File: src/rtl/seg_scan_decoder_pkg.sv
// Shared constants, types and helpers for the multiplexed 7-segment scan decoder.
// Segment patterns are active-low abcdefg, matching CX[7:1].
package seg_scan_decoder_pkg;

    typedef enum logic {
        HUNT  = 1'b0,
        DWELL = 1'b1
    } state_e;

    localparam logic [7:0] AN_POS0 = 8'b1111_1110;
    localparam logic [7:0] AN_POS1 = 8'b1111_1101;
    localparam logic [7:0] AN_POS2 = 8'b1111_1011;
    localparam logic [7:0] AN_POS3 = 8'b1111_0111;

    localparam logic [3:0] DIGIT_MAX_UPPER = 4'd5;

    localparam logic [6:0] SEG_PATTERN [0:9] = '{
        7'b0000001, 7'b1001111, 7'b0010010, 7'b0000110, 7'b1001100,
        7'b0100100, 7'b0100000, 7'b0001111, 7'b0000000, 7'b0000100
    };

    function automatic logic an_is_pos(input logic [7:0] an);
        logic ok;
        case (an)
            AN_POS0, AN_POS1, AN_POS2, AN_POS3: ok = 1'b1;
            default:                            ok = 1'b0;
        endcase
        return ok;
    endfunction

    function automatic logic [1:0] an_pos_idx(input logic [7:0] an);
        logic [1:0] idx;
        case (an)
            AN_POS3: idx = 2'd3;
            AN_POS2: idx = 2'd2;
            AN_POS1: idx = 2'd1;
            default: idx = 2'd0;
        endcase
        return idx;
    endfunction

    // x*10 as shift-and-add; upper digit is range-checked so 6 bits never overflow
    function automatic logic [5:0] bcd_pair_to_bin(input logic [3:0] hi, input logic [3:0] lo);
        logic [5:0] h;
        h = {2'b00, hi};
        return (h << 3) + (h << 1) + {2'b00, lo};
    endfunction

endpackage

File: src/rtl/seg_scan_decoder_seg7.sv
// Combinational active-low 7-segment to BCD decoder; flags any non-digit pattern.
module seg7_to_bcd
    import seg_scan_decoder_pkg::*;
(
    input  logic [6:0] seg_n,
    output logic [3:0] bcd,
    output logic       valid
);

    // Exact-match lookup against the ten legal digit glyphs
    always_comb begin
        bcd   = 4'd0;
        valid = 1'b1;
        case (seg_n)
            SEG_PATTERN[0]: bcd = 4'd0;
            SEG_PATTERN[1]: bcd = 4'd1;
            SEG_PATTERN[2]: bcd = 4'd2;
            SEG_PATTERN[3]: bcd = 4'd3;
            SEG_PATTERN[4]: bcd = 4'd4;
            SEG_PATTERN[5]: bcd = 4'd5;
            SEG_PATTERN[6]: bcd = 4'd6;
            SEG_PATTERN[7]: bcd = 4'd7;
            SEG_PATTERN[8]: bcd = 4'd8;
            SEG_PATTERN[9]: bcd = 4'd9;
            default:        valid = 1'b0;
        endcase
    end

endmodule

File: src/rtl/seg_scan_decoder.sv
// Samples the multiplexed AN/CX display bus, debounces each digit, and rebuilds
// complete MM:SS frames into binary minutes/seconds.
module seg_scan_decoder
    import seg_scan_decoder_pkg::*;
#(
    parameter int STABLE_CYCLES  = 16,
    parameter int TIMEOUT_CYCLES = 2_500_000
) (
    input  logic        clk,
    input  logic        resetSW,
    input  logic [7:0]  AN,
    input  logic [7:0]  CX,
    output logic [5:0]  minutes,
    output logic [5:0]  seconds,
    output logic [15:0] digits,
    output logic [3:0]  dp_mask,
    output logic        frame_valid,
    output logic        seg_err,
    output logic        scan_lost
);

    localparam int SW = $clog2(STABLE_CYCLES);
    localparam int TW = $clog2(TIMEOUT_CYCLES + 1);
    localparam logic [SW-1:0] STAB_LAST = SW'(STABLE_CYCLES - 1);
    localparam logic [TW-1:0] TMO_LAST  = TW'(TIMEOUT_CYCLES);

    logic [15:0]   in_q, in_d;
    logic [SW-1:0] stab_cnt_q, stab_cnt_d;
    logic [TW-1:0] tmo_q, tmo_d;
    state_e        state_q, state_d;
    logic [3:0]    mask_q, mask_d;
    logic [15:0]   store_q, store_d;
    logic [3:0]    dp_store_q, dp_store_d;
    logic [5:0]    minutes_q, minutes_d, seconds_q, seconds_d;
    logic [15:0]   digits_q, digits_d;
    logic [3:0]    dp_mask_q, dp_mask_d;
    logic          frame_valid_q, frame_valid_d;
    logic          seg_err_q, seg_err_d;
    logic          scan_lost_q, scan_lost_d;

    logic          sample_same, pos_ok, accept, frame_done, upper_ok;
    logic [1:0]    pos_idx;
    logic [3:0]    dec_bcd;
    logic          dec_ok;

    seg7_to_bcd u_seg7_to_bcd (
        .seg_n (in_q[7:1]),
        .bcd   (dec_bcd),
        .valid (dec_ok)
    );

    // Stability filter, accept FSM, frame assembly and scan timeout
    always_comb begin
        in_d          = {AN, CX};
        sample_same   = (in_d == in_q);
        pos_ok        = an_is_pos(in_q[15:8]);
        pos_idx       = an_pos_idx(in_q[15:8]);
        accept        = (state_q == HUNT) && pos_ok && (stab_cnt_q == STAB_LAST);
        frame_done    = (mask_q == 4'b1111);
        upper_ok      = (store_q[15:12] <= DIGIT_MAX_UPPER) && (store_q[7:4] <= DIGIT_MAX_UPPER);
        stab_cnt_d    = '0;
        state_d       = state_q;
        store_d       = store_q;
        dp_store_d    = dp_store_q;
        minutes_d     = minutes_q;
        seconds_d     = seconds_q;
        digits_d      = digits_q;
        dp_mask_d     = dp_mask_q;
        mask_d        = frame_done ? 4'b0000 : mask_q;

        if (an_is_pos(AN) && sample_same) begin
            stab_cnt_d = (stab_cnt_q == STAB_LAST) ? stab_cnt_q : stab_cnt_q + SW'(1);
        end else begin
            stab_cnt_d = '0;
        end

        case (state_q)
            HUNT:    state_d = accept ? DWELL : HUNT;
            DWELL:   state_d = sample_same ? DWELL : HUNT;
            default: state_d = HUNT;
        endcase

        if (accept && dec_ok) begin
            store_d[{pos_idx, 2'b00} +: 4] = dec_bcd;
            dp_store_d[pos_idx]            = ~in_q[0];
            mask_d[pos_idx]                = 1'b1;
            tmo_d                          = '0;
        end else begin
            tmo_d = (tmo_q == TMO_LAST) ? tmo_q : tmo_q + TW'(1);
        end

        // A bad glyph discards the frame; it also overrides a coincident good completion
        seg_err_d     = (accept && !dec_ok) || (frame_done && !upper_ok);
        frame_valid_d = frame_done && upper_ok && !seg_err_d;
        scan_lost_d   = (tmo_d == TMO_LAST);

        if ((accept && !dec_ok) || scan_lost_d) begin
            mask_d = 4'b0000;
        end else begin
            mask_d = mask_d;
        end

        if (frame_valid_d) begin
            minutes_d = bcd_pair_to_bin(store_q[15:12], store_q[11:8]);
            seconds_d = bcd_pair_to_bin(store_q[7:4], store_q[3:0]);
            digits_d  = store_q;
            dp_mask_d = dp_store_q;
        end else begin
            minutes_d = minutes_q;
        end
    end

    // State and output registers with synchronous reset
    always_ff @(posedge clk) begin
        if (resetSW) begin
            in_q          <= 16'h0000;
            stab_cnt_q    <= '0;
            tmo_q         <= '0;
            state_q       <= HUNT;
            mask_q        <= 4'b0000;
            store_q       <= 16'h0000;
            dp_store_q    <= 4'b0000;
            minutes_q     <= 6'd0;
            seconds_q     <= 6'd0;
            digits_q      <= 16'h0000;
            dp_mask_q     <= 4'b0000;
            frame_valid_q <= 1'b0;
            seg_err_q     <= 1'b0;
            scan_lost_q   <= 1'b0;
        end else begin
            in_q          <= in_d;
            stab_cnt_q    <= stab_cnt_d;
            tmo_q         <= tmo_d;
            state_q       <= state_d;
            mask_q        <= mask_d;
            store_q       <= store_d;
            dp_store_q    <= dp_store_d;
            minutes_q     <= minutes_d;
            seconds_q     <= seconds_d;
            digits_q      <= digits_d;
            dp_mask_q     <= dp_mask_d;
            frame_valid_q <= frame_valid_d;
            seg_err_q     <= seg_err_d;
            scan_lost_q   <= scan_lost_d;
        end
    end

    assign minutes     = minutes_q;
    assign seconds     = seconds_q;
    assign digits      = digits_q;
    assign dp_mask     = dp_mask_q;
    assign frame_valid = frame_valid_q;
    assign seg_err     = seg_err_q;
    assign scan_lost   = scan_lost_q;

endmodule

File: config.mk
export PLATFORM = sky130hd
export DESIGN_NAME = seg_scan_decoder
export DESIGN_NICKNAME = d
export VERILOG_FILES = /design/src/rtl/seg_scan_decoder_pkg.sv /design/src/rtl/seg_scan_decoder_seg7.sv /design/src/rtl/seg_scan_decoder.sv
export SDC_FILE = /design/constraint.sdc
export NUM_CORES = 1
export LEC_CHECK = 0
export ABC_CLOCK_PERIOD_IN_PS = 3900
export CORE_MARGIN = 2
export CORE_UTILIZATION = 60
export DETAILED_ROUTE_END_ITERATION = 6
export PLACE_DENSITY = 0.84
export SLEW_MARGIN = 25
export SYNTH_ARGS = -nofsm -noshare
export SYNTH_HDL_FRONTEND = slang
export SYNTH_SLANG_ARGS = --single-unit
export TNS_END_PERCENT = 30
File: constraint.sdc
create_clock -name clk -period 3.9 [get_ports clk]
set_clock_uncertainty 0.15 [all_clocks]
set_input_delay 0.585 -clock clk [delete_from_list [all_inputs] [get_ports clk]]
set_output_delay 0.585 -clock clk [all_outputs]
set_load 0.02 [all_outputs]
==> results_slide.txt, run 1 <==
Key Metrics from the Run

Timing
  • RSZ-0062 raised after global routing: false
  • Max_slew headroom: 43.4%
  • Slew at the pin with the worst max-slew slack: 0.847 ns

Global routing
  • Vias in the first global route: 3,840
  • Pin count of the biggest net entering global routing: 67
  • GRT Util Overall: about a quarter
  • Initial antenna violation count: 0

Clock tree
  • Cts repair resizes: 0
  • Clk sinks: about 100
  • Root Driver: clkbuf_8
  • CTS Buf Count: 9
  • CTS H-Tree Depth: 3

Detailed routing
  • Final ANT Viol Nets: 0
  • Drt drc: 0
  • Initial DRT Pass Iterations: 4

Cells and area
  • Nets: 637
  • P&R area growth vs syn: 15.0%

Setup path
  • R2R depth: 7
  • CP arrival: approximately 3 ns
  • RR Endpoint: store_q[6]
  • CP cell instances: ha_1, nand3_1, nor3_1, and2_0, o211ai_2, or3_1, a21oi_1
  • CP max FO: 8
  • CP startpoint kind: flop
  • CP bufs+invs: 0
  • Worst r2r src: stab_cnt_q[0]

Outcome
  • Run status: finished, final reports clean

Synthesis
  • Post-synth area hogs: dfxtp_1 (39%), mux2i_1 (6.1%), xor2_1 (5.8%)
  • Mean post-synth cell area: 9.20 um^2
  • Fraction of registers with async set/reset: 0%
  • Post-synth top cells: dfxtp_1 (100), nor2_1 (69), nand2_1 (37)
  • Cell type with the largest total area: dfxtp_1
  • Synthesized cell area: 5100 um^2
  • Area share, top type: 39.3%

Run
  • Max_cap viols: 0

Floorplanning
  • Io pins: 53
  • Chip area: 9250 um^2

Power
  • Pwr/cell area: 315 nW/um^2

Worst hold path
  • Hold path cells: 2
-- run 1: layer usage --
layer | share of wire, % | track usage (%) | up-vias
met5 | 0 | 0 | -
met4 | 1.8 | 8.21 | 0
met3 | 3.8 | 4.70 | 20
met2 | 48 | 39.5 | 105
met1 | 47 | 30.9 | 1937
li1 | - | - | 2024
-- run 1: cell families after synthesis --
logic type	after synthesis	synth area share (%)
compound gates	72	10.9
xor+xnor	48	8.25
fa+ha+maj	26	6.97
buf+inv	38	3.27
flops	100	39.3
mux	31	6.09
simple gates	239	25.2
-- run 1: through the flow --
stage	hold slack (ns)	worst slack [ns]	cells	power (mW)	area, um^2
final	0.311	1.08	703	1.84	5860
after global placement	0.293	1.28	687	1.17	5650
after detailed placement	0.300	1.15	687	1.17	5650
after floorplan	0.281	1.57	554	1.13	5100
after CTS	0.310	1.09	703	1.85	5860
after global routing	0.338	0.798	703	1.91	5860
-- run 1: where the power goes --
part           total [mW]  internal [mW]  leakage [nW]  switching (mW)
logic               0.100         0.0451          1.53          0.0552
clock network       0.692          0.309         0.108           0.383
registers            1.05           1.03         0.810          0.0186
-- run 1: flip-flops by register name (all words and copies together), names as in the netlist --
signal,flops
digits,14
tmo_q,22
minutes,6
in_q,16
store_q,16
frame_valid,1
dp_store_q,4
state_q,1
mask_q,4
seg_err,1
scan_lost,1
stab_cnt_q,4
dp_mask,4
seconds,6
-- run 1: cells in the final DEF, fill, tap and decap left out, types with 3 or more instances in the layout --
master,Yosys,layout
xor2_1,34,34
a211oi_1,3,3
nand3_1,16,16
nand3b_1,4,4
dfxtp_1,100,100
a21oi_1,31,31
xnor2_1,14,14
o21ai_0,5,5
o211ai_1,3,3
nor4_1,8,8
nand2_1,37,37
ha_1,22,22
clkdlybuf4s50_1,0,51
fa_1,4,4
nor3b_1,8,8
and4_1,4,4
or3b_2,3,3
nor3_1,11,11
clkbuf_8,0,9
nand2b_1,5,5
inv_1,12,12
mux2i_1,31,31
and3_1,8,8
nand4_1,11,11
or3_1,17,17
a22oi_1,3,3
nor2_1,69,69
nor2b_1,22,22
-- run 1: worst max-delay path by stage --
stage	cells past startpoint	end	startpoint	slack [ns]
floorplan	7	mask_q[1]	tmo_q[8]	1.57
global placement	7	store_q[4]	stab_cnt_q[0]	1.28
detailed placement	7	store_q[4]	stab_cnt_q[0]	1.15
CTS	7	store_q[6]	stab_cnt_q[0]	1.09
global route	7	store_q[6]	stab_cnt_q[1]	0.80
finish	7	store_q[6]	stab_cnt_q[0]	1.08
-- run 1: worst reg2reg max path: stages, from the launching register on --
cell,delay (ns)
dfxtp_1,0.40
ha_1,0.23
nand3_1,0.19
nor3_1,0.37
and2_0,0.54
o211ai_2,0.31
or3_1,0.41
a21oi_1,0.16
-- run 1: cell type report --
type                    instances  area, um^2
inverters                      12        45.0
clock inverters                 7        83.8
flip-flops and latches        100        2000
multi-input cells             416        2940
well taps                     105         131
repair buffers                 54         531
fillers                       621        2360
clock buffers                   9         124
Figure 1. Power grid (run 1).
Scale: 4 px per um. Pins as bars on the die edge.
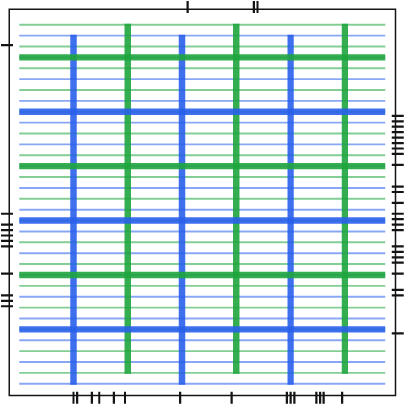
color	net
green	VDD
blue	VSS
signal pins	53
met1 rails	34
met4 straps	6
maximum vdd drop: 0.000205 V
Die W: 96.2 um
area of the core: 8220 um^2
DIE HEIGHT: 96.2 um

Figure 2. Cell outlines without signal wires (run 1).
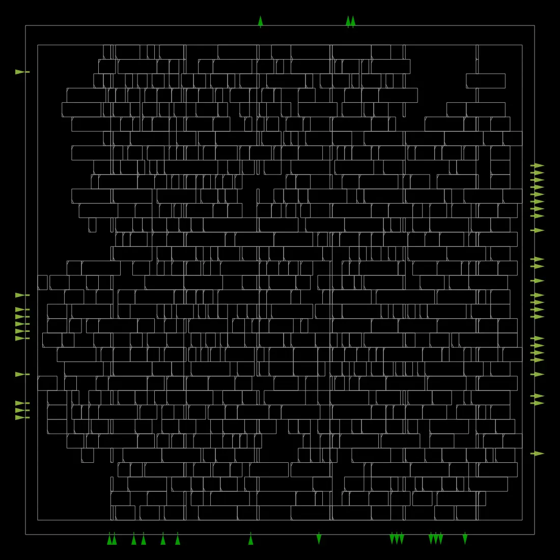
Util after Layout: 71.3%
Final Non-Filler Cells: 703
Seq/total area: 34.2%

Figure 3. Sizing map (run 1).
Scale: 3 px per um.
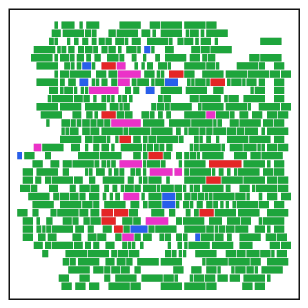
color	size	cells	share
blue	_2 cells	10	1.7%
magenta	_3 and _4 cells	13	2.2%
red	_6 and larger	13	2.2%
green	_0 and _1 cells	562	94%

==> inputs of run 2 (changes only) <==
--- a/config.mk
+++ b/config.mk
@@ -5,11 +5,11 @@
 export SDC_FILE = /design/constraint.sdc
 export NUM_CORES = 1
 export LEC_CHECK = 0
-export ABC_CLOCK_PERIOD_IN_PS = 3900
+export ABC_CLOCK_PERIOD_IN_PS = 2540
 export CORE_MARGIN = 2
-export CORE_UTILIZATION = 60
+export CORE_UTILIZATION = 51
 export DETAILED_ROUTE_END_ITERATION = 6
-export PLACE_DENSITY = 0.84
+export PLACE_DENSITY = 0.76
 export SLEW_MARGIN = 25
 export SYNTH_ARGS = -nofsm -noshare
 export SYNTH_HDL_FRONTEND = slang
==> constraint.sdc (replaced) <==
create_clock -name clk -period 2.54 [get_ports clk]
set_clock_uncertainty 0.15 [all_clocks]
set_input_delay 0.381 -clock clk [delete_from_list [all_inputs] [get_ports clk]]
set_output_delay 0.381 -clock clk [all_outputs]
set_load 0.02 [all_outputs]
Figure 4. A small window of the routed layout (run 2).
Window x 27 to 77, y 48 to 98 um. Cells in gray, sequential cells in the stronger gray; small squares are vias.
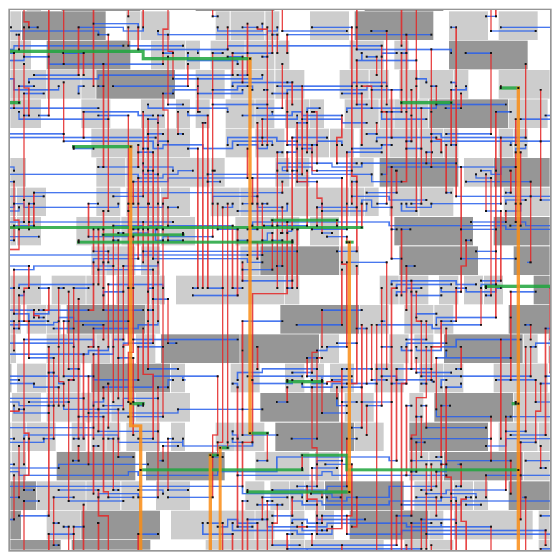
color	layer
blue	metal 1
orange	metal 4
green	metal 3
red	metal 2
cells with their middle in the window	198
netlist names of flops here include	tmo_q (12), mask_q (4), store_q (4)
sequential cells in the window	30
most frequent	nor2_1 (30), dfxtp_1 (28), buf_4 (14)

==> run 2 against run 1 <==
Net effect:
- combinational power is 55% higher
- largest power group unchanged
- via count grew 0.83%
- highest routed layer unchanged
- first-iteration DRC count down 46%
- maximum frequency up 13%
==> results_slide.txt, run 2 <==
Key Metrics from the Run

Cells and area
  • Top cells excl fill/tap: dfxtp_1 (95), nor2_1 (69), clkdlybuf4s50_1 (51)
  • Nets: 660
  • Reg with most FFs: tmo_q
  • Fill cells: about 840
  • Top flop regs: tmo_q (22), in_q (16), store_q (16)
  • P&R area growth vs syn: 19.3%
  • Most instantiated logic cell after routing: dfxtp_1

Clock tree
  • CTS Buf Count: 9
  • Max Root-Sink Buffers: 2
  • Root Driver: clkbuf_8
  • Clk sinks: roughly 100
  • CTS tree: built
  • CTS H-Tree Depth: 3

Synthesis
  • Cell type with the largest total area: dfxtp_1
  • Mean post-synth cell area: a little over 9 um^2
  • Ys Warns: 0
  • Area share, top type: 39.3%
  • Fraction of registers with async set/reset: 0%
  • Yosys Chip Area: 5100 um^2
  • Post-synth top cells: dfxtp_1 (100), nor2_1 (69), nand2_1 (37)
  • Post-synth area hogs: dfxtp_1 (39%), mux2i_1 (6.1%), xor2_1 (5.8%)

Detailed routing
  • Final ANT Viol Nets: 0
  • Initial DRT Pass Iterations: 4
  • Drt drc: 0

Run
  • Max_cap viols: 0

Setup path
  • CP startpoint kind: flop
  • CP arrival: 2.60 ns
  • Critical path class: flop to flop
  • CP max FO: 9

Timing
  • RSZ-0062 raised after global routing: true
  • Max_slew headroom: 57.5%
  • Slew at the pin with the worst max-slew slack: 0.637 ns

Global routing
  • GRT Util Overall: 20.7%
  • Vias in the first global route: 4,043
  • Initial antenna violation count: 0
  • Pin count of the biggest net entering global routing: 65

Floorplanning
  • DIE HEIGHT: around 100 um
  • Io pins: 53
  • Chip area: roughly 11,000 um^2
  • FP Util: around 52%
  • Die W: 104 um

Outcome
  • Run status: finished, final reports clean

Power
  • Maximum vdd drop: 0.000215 V
  • Pwr/cell area: 440 nW/um^2

Placement
  • Setup Slack @ Placement: 0.0427 ns
Figure 5. Sizing map (run 2).
Scale: 3 px per um.
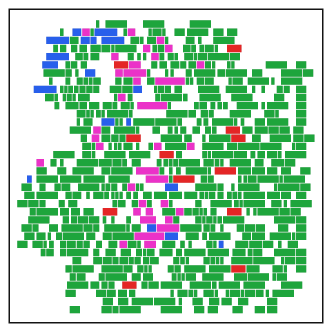
color	size	cells	share
green	_0 and _1 cells	556	90%
red	_6 and larger	12	1.9%
blue	_2 cells	18	2.9%
magenta	_3 and _4 cells	35	5.6%

## run 2: cell count changes in the layout (fill, tap and decap cells not counted), moves of 2 or more
cell / delta
buf_4: +21
dfxtp_1: -5
dfxtp_2: +5
buf_12: +2
clkbuf_1: +2
clkinv_4: -2
clkinvlp_4: +2
inv_8: -2
## run 2: power breakdown
part           internal, mW  total (mW)  switching, mW
sequential             1.58        1.61         0.0283
clock                 0.380       0.910          0.530
combinational        0.0716       0.155         0.0836
total                  2.04        2.68          0.642
## run 2: logic make-up (layout without fill, tap and decap cells)
| logic type | Yosys count | after routing | share of synthesized area [%] |
|---|---|---|---|
| flops | 100 | 100 | 39.3 |
| buf+inv | 38 | 105 | 3.27 |
| simple gates | 239 | 239 | 25.2 |
| compound gates | 72 | 72 | 10.9 |
| xor+xnor | 48 | 48 | 8.25 |
| mux | 31 | 31 | 6.09 |
| fa+ha+maj | 26 | 26 | 6.97 |
## run 2: worst max-delay path, cell delays in order, from the launching register on
cell and delay (ns):
dfxtp_2 0.38, or3b_2 0.48, nor4_1 0.27, nand4_1 0.13
a2111o_1 0.47, a2111oi_4 0.41, nor3_1 0.10
## run 2: final timing paths
| path | cells past startpoint | from | slack [ns] | endpoint |
|---|---|---|---|---|
| max | 6 | tmo_q[4] | 0.03 | mask_q[1] |
| min | 2 | resetSW | 0.06 | in_q[0] |
| max reg2reg | 6 | tmo_q[4] | 0.03 | mask_q[1] |
| min reg2reg | 2 | store_q[8] | 0.33 | store_q[8] |
## run 2: metal layers
layer	part of all wire [%]	GRT usage (%)	up-vias
met5	0	0	-
met4	2.3	9.56	0
met3	3.6	2.57	20
met2	48	35.9	86
met1	46	25.6	1946
li1	-	-	2068
## run 2: through the flow
step                utilization (%)  instances  area [um^2]  power (mW)
floorplan                         -        554         5100        1.74
global placement               60.5        738         5880        1.80
detailed placement             60.5        738         5880        1.80
CTS                            62.2        754         6050        2.70
global route                   62.5        754         6080        2.78
finish                         62.5        754         6080        2.68
## run 2: layout make-up
| class | instances | area [um^2] | share of cell area [%] |
|---|---|---|---|
| Multi-Input combinational cell | 416 | 2960 | 48.7 |
| Sequential cell | 100 | 2010 | 33.0 |
| Timing Repair Buffer | 77 | 728 | 12.0 |
| Tap cell | 133 | 166 | 2.74 |
| Clock buffer | 12 | 145 | 2.39 |
| Inverter | 12 | 45.0 | 0.741 |
| Clock inverter | 4 | 25.0 | 0.411 |
## run 2: timing repair
| action | 4_1_cts | 5_1_grt |
|---|---|---|
| hold buffers | 0 | 0 |
| setup endpoints to repair | 0 | 5 |
| gates resized | 0 | 9 |
Power figures rest on the tool's default switching activity, not on a simulated workload.
